### config.mk
export PLATFORM = sky130hd
export DESIGN_NAME = dds_sweep_ctrl
export DESIGN_NICKNAME = d
export VERILOG_FILES = /design/src/rtl/dds_pkg.sv /design/src/rtl/sweep_dwell_timer.sv /design/src/rtl/dds_sweep_ctrl.sv
export SDC_FILE = /design/constraint.sdc
export NUM_CORES = 1
export LEC_CHECK = 0
export ABC_CLOCK_PERIOD_IN_PS = 5200
export CAP_MARGIN = 20
export CORE_ASPECT_RATIO = 1.25
export CORE_UTILIZATION = 25
export CTS_CLUSTER_DIAMETER = 40
export CTS_CLUSTER_SIZE = 28
export DETAILED_ROUTE_END_ITERATION = 8
export PLACE_DENSITY = 0.46
export REMOVE_ABC_BUFFERS = 1
export SYNTH_ARGS = -nofsm -noshare
export SYNTH_HDL_FRONTEND = slang
export SYNTH_SLANG_ARGS = --single-unit
### constraint.sdc
create_clock -name clk -period 5.2 [get_ports clk]
set_input_delay 1.3 -clock clk [delete_from_list [all_inputs] [get_ports clk]]
set_output_delay 1.3 -clock clk [all_outputs]
set_load 0.02 [all_outputs]
### src/rtl/dds_pkg.sv
`default_nettype none
// +----------------------------------------------------------------------+
// | Package  : dds_pkg                                                   |
// | Purpose  : Shared sweep-mode and state encodings for the DDS sweep   |
// |            controller and its helpers.                               |
// | Revision : 1.0 - initial release                                     |
// +----------------------------------------------------------------------+
package dds_pkg;

  // Tuning-word width of the downstream sine DDS core
  localparam int DEFAULT_WIDTH = 32;

  // Sweep mode encodings (2'b11 is reserved and behaves as single-shot)
  localparam logic [1:0] SWEEP_SINGLE = 2'b00;
  localparam logic [1:0] SWEEP_SAW    = 2'b01;
  localparam logic [1:0] SWEEP_TRI    = 2'b10;

  // Controller states
  typedef enum logic [0:0] {
    ST_IDLE = 1'b0,
    ST_RUN  = 1'b1
  } sweep_state_t;

endpackage : dds_pkg
`default_nettype wire

### src/rtl/sweep_dwell_timer.sv
`default_nettype none
// +----------------------------------------------------------------------+
// | Module   : sweep_dwell_timer                                         |
// | Purpose  : Dwell counter; pulses expire on the last cycle a tuning   |
// |            word is held, then restarts from zero.                    |
// | Revision : 1.0 - initial release                                     |
// +----------------------------------------------------------------------+
module sweep_dwell_timer #(
  parameter int DWELL_W = 16
) (
  input  logic               clk,
  input  logic               reset,
  input  logic               clear,
  input  logic               enable,
  input  logic [DWELL_W-1:0] dwell,
  output logic               expire
);

  logic [DWELL_W-1:0] count;
  logic               at_limit;

  assign at_limit = (count == dwell);
  assign expire   = enable && at_limit;

  // Count hold cycles; wrap to zero on the final cycle of the dwell period
  always_ff @(posedge clk or negedge reset) begin
    if (!reset) begin
      count <= '0;
    end else if (clear) begin
      count <= '0;
    end else if (enable) begin
      if (at_limit) begin
        count <= '0;
      end else begin
        count <= count + 1'b1;
      end
    end
  end

endmodule : sweep_dwell_timer
`default_nettype wire

### src/rtl/dds_sweep_ctrl.sv
`default_nettype none
// +----------------------------------------------------------------------+
// | Module   : dds_sweep_ctrl                                            |
// | Purpose  : Steps the DDS phase increment between two endpoints with  |
// |            a programmable dwell; single, sawtooth and triangle modes.|
// | Revision : 1.0 - initial release                                     |
// +----------------------------------------------------------------------+
module dds_sweep_ctrl
  import dds_pkg::*;
#(
  parameter int WIDTH   = DEFAULT_WIDTH,
  parameter int DWELL_W = 16
) (
  input  logic               clk,
  input  logic               reset,
  input  logic               start,
  input  logic               abort,
  input  logic [1:0]         mode,
  input  logic [WIDTH-1:0]   start_step,
  input  logic [WIDTH-1:0]   stop_step,
  input  logic [WIDTH-1:0]   delta,
  input  logic [DWELL_W-1:0] dwell,
  output logic [WIDTH-1:0]   Step,
  output logic               busy,
  output logic               done,
  output logic               dir
);

  sweep_state_t       state;
  logic [WIDTH-1:0]   start_lat;
  logic [WIDTH-1:0]   stop_lat;
  logic [WIDTH-1:0]   delta_lat;
  logic [DWELL_W-1:0] dwell_lat;
  logic [1:0]         mode_lat;

  logic               accept;
  logic               timer_clear;
  logic               timer_en;
  logic               expire;
  logic               ascending;
  logic               moving_up;
  logic [WIDTH-1:0]   target;
  logic [WIDTH-1:0]   other_end;
  logic               at_target;
  logic [WIDTH-1:0]   fwd_val;
  logic [WIDTH-1:0]   turn_val;

  // One step from cur toward tgt, computed one bit wider so carry/borrow
  // is visible; anything that reaches or passes tgt lands exactly on tgt.
  function automatic logic [WIDTH-1:0] next_val(
    input logic [WIDTH-1:0] cur,
    input logic [WIDTH-1:0] inc,
    input logic [WIDTH-1:0] tgt,
    input logic             up
  );
    logic [WIDTH:0] wide;
    logic [WIDTH-1:0] res;
    if (up) begin
      wide = {1'b0, cur} + {1'b0, inc};
      res  = (wide >= {1'b0, tgt}) ? tgt : wide[WIDTH-1:0];
    end else begin
      wide = {1'b0, cur} - {1'b0, inc};
      res  = (wide[WIDTH] || (wide[WIDTH-1:0] <= tgt)) ? tgt : wide[WIDTH-1:0];
    end
    return res;
  endfunction

  assign accept      = (state == ST_IDLE) && start && !abort;
  assign timer_en    = (state == ST_RUN);
  assign timer_clear = accept || ((state == ST_RUN) && abort);

  // Polarity is fixed by the latched endpoints; dir only reverses it
  assign ascending = (start_lat <= stop_lat);
  assign moving_up = ascending ^ dir;
  assign target    = dir ? start_lat : stop_lat;
  assign other_end = dir ? stop_lat : start_lat;
  assign at_target = (Step == target);

  // At a triangle turnaround the endpoint was already held for a full dwell,
  // so the first step toward the opposite endpoint is taken immediately.
  assign fwd_val  = next_val(Step, delta_lat, target, moving_up);
  assign turn_val = next_val(Step, delta_lat, other_end, !moving_up);

  sweep_dwell_timer #(
    .DWELL_W (DWELL_W)
  ) u_dwell_timer (
    .clk    (clk),
    .reset  (reset),
    .clear  (timer_clear),
    .enable (timer_en),
    .dwell  (dwell_lat),
    .expire (expire)
  );

  // Sweep state machine with registered outputs
  always_ff @(posedge clk or negedge reset) begin
    if (!reset) begin
      state     <= ST_IDLE;
      Step      <= '0;
      busy      <= 1'b0;
      done      <= 1'b0;
      dir       <= 1'b0;
      start_lat <= '0;
      stop_lat  <= '0;
      delta_lat <= '0;
      dwell_lat <= '0;
      mode_lat  <= SWEEP_SINGLE;
    end else begin
      done <= 1'b0;
      case (state)
        ST_IDLE: begin
          if (accept) begin
            start_lat <= start_step;
            stop_lat  <= stop_step;
            delta_lat <= delta;
            dwell_lat <= dwell;
            mode_lat  <= mode;
            Step      <= start_step;
            busy      <= 1'b1;
            dir       <= 1'b0;
            state     <= ST_RUN;
          end
        end
        ST_RUN: begin
          if (abort) begin
            busy  <= 1'b0;
            state <= ST_IDLE;
          end else if (expire) begin
            if (at_target) begin
              case (mode_lat)
                SWEEP_SAW: begin
                  Step <= start_lat;
                end
                SWEEP_TRI: begin
                  dir  <= !dir;
                  Step <= turn_val;
                end
                default: begin
                  done  <= 1'b1;
                  busy  <= 1'b0;
                  state <= ST_IDLE;
                end
              endcase
            end else begin
              Step <= fwd_val;
            end
          end
        end
        default: begin
          state <= ST_IDLE;
        end
      endcase
    end
  end

endmodule : dds_sweep_ctrl
`default_nettype wire

**Congestion heat map**

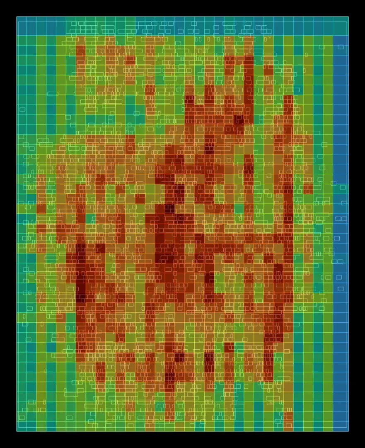
met2 Track Usage GR: 41.8%
GR Util met1: 28.3%

**Power grid**

Scale: 1 px per µm. Pins as bars on the die edge.
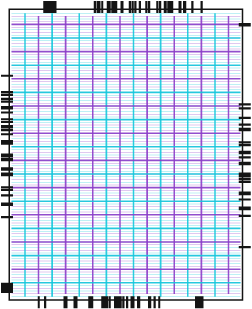
VDD -> purple
VSS -> cyan
signal pins = 153
met1 rails = 105
met5 straps = 20
met4 straps = 16
rows = 104
core footprint: 0.0648 mm²
die width: 232 µm

==> impl_metrics.tcl <==
# place-and-route summary
set metrics [dict create \
    preCtsSetupSlack_ns -1.58 \
    register_area_mm2 0.00416 \
    violations "setup timing" \
    ff2ff_path_depth 25 \
    routed_wl_um 79500 \
    hold_depth 1 \
    insertion_delay_ns 0.53 \
    top_cell_area_share_pct 25.2 \
    synthArstFlopShare_pct 100 \
    ant_nets 0 \
    fmax_mhz 176 \
    grt_start_max_net_pins 111 \
    warning_count 63 \
    final_common_cell "buf_4" \
    status "finished with violations" \
    initialDrtViolationCount 1223 \
    cap_violations 0 \
    ys_ff 166 \
    avgRoutedWirePerCell_um 23.5 \
    logic_gates 1564 \
    fin_ws_ns -0.478 \
    cts_tree "yes" \
    finalSetupViolations 32 \
    avgViaCountPerCell 5.26 \
    flop_cell "dfrtp_1" \
    synth.distinct_cells 86 \
]
**Clock wires, drivers and flops**

Scale: 2 px per µm.
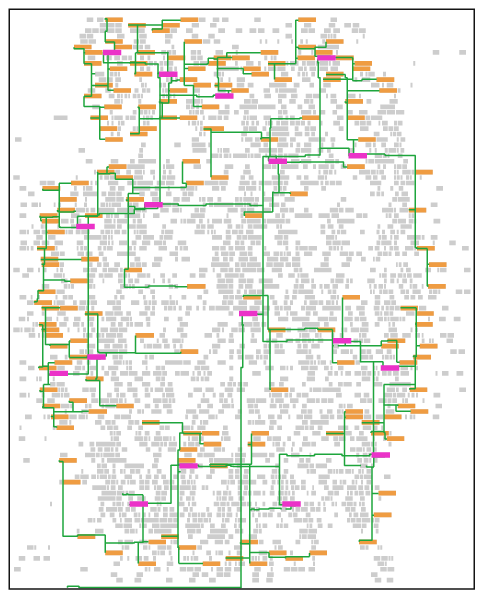
cells driving clock nets -> magenta  # count 17
flip-flops -> orange  # count 166
clock wires -> green  # length 3,550 µm
flops lie = spread over the die

-- per-layer routing --
| layer | wire length, µm | track usage, % | share of wire, % |
|---|---|---|---|
| met5 | 0 | 0 | 0 |
| met4 | 3800 | 11.3 | 4.8 |
| met3 | 3200 | 3.24 | 4.0 |
| met2 | 39500 | 41.8 | 50 |
| met1 | 32900 | 28.3 | 41 |
-- cell families (layout without fill, tap and decap cells) --
group           after synthesis  after routing  share of synthesized area (%)
fa+ha+maj                   227            227                           17.3
flops                       166            166                           25.2
compound gates              595            595                           23.8
xor+xnor                    106            106                           5.71
buf+inv                     216            805                           5.30
simple gates                519            520                           15.3
mux                         116            116                           7.43
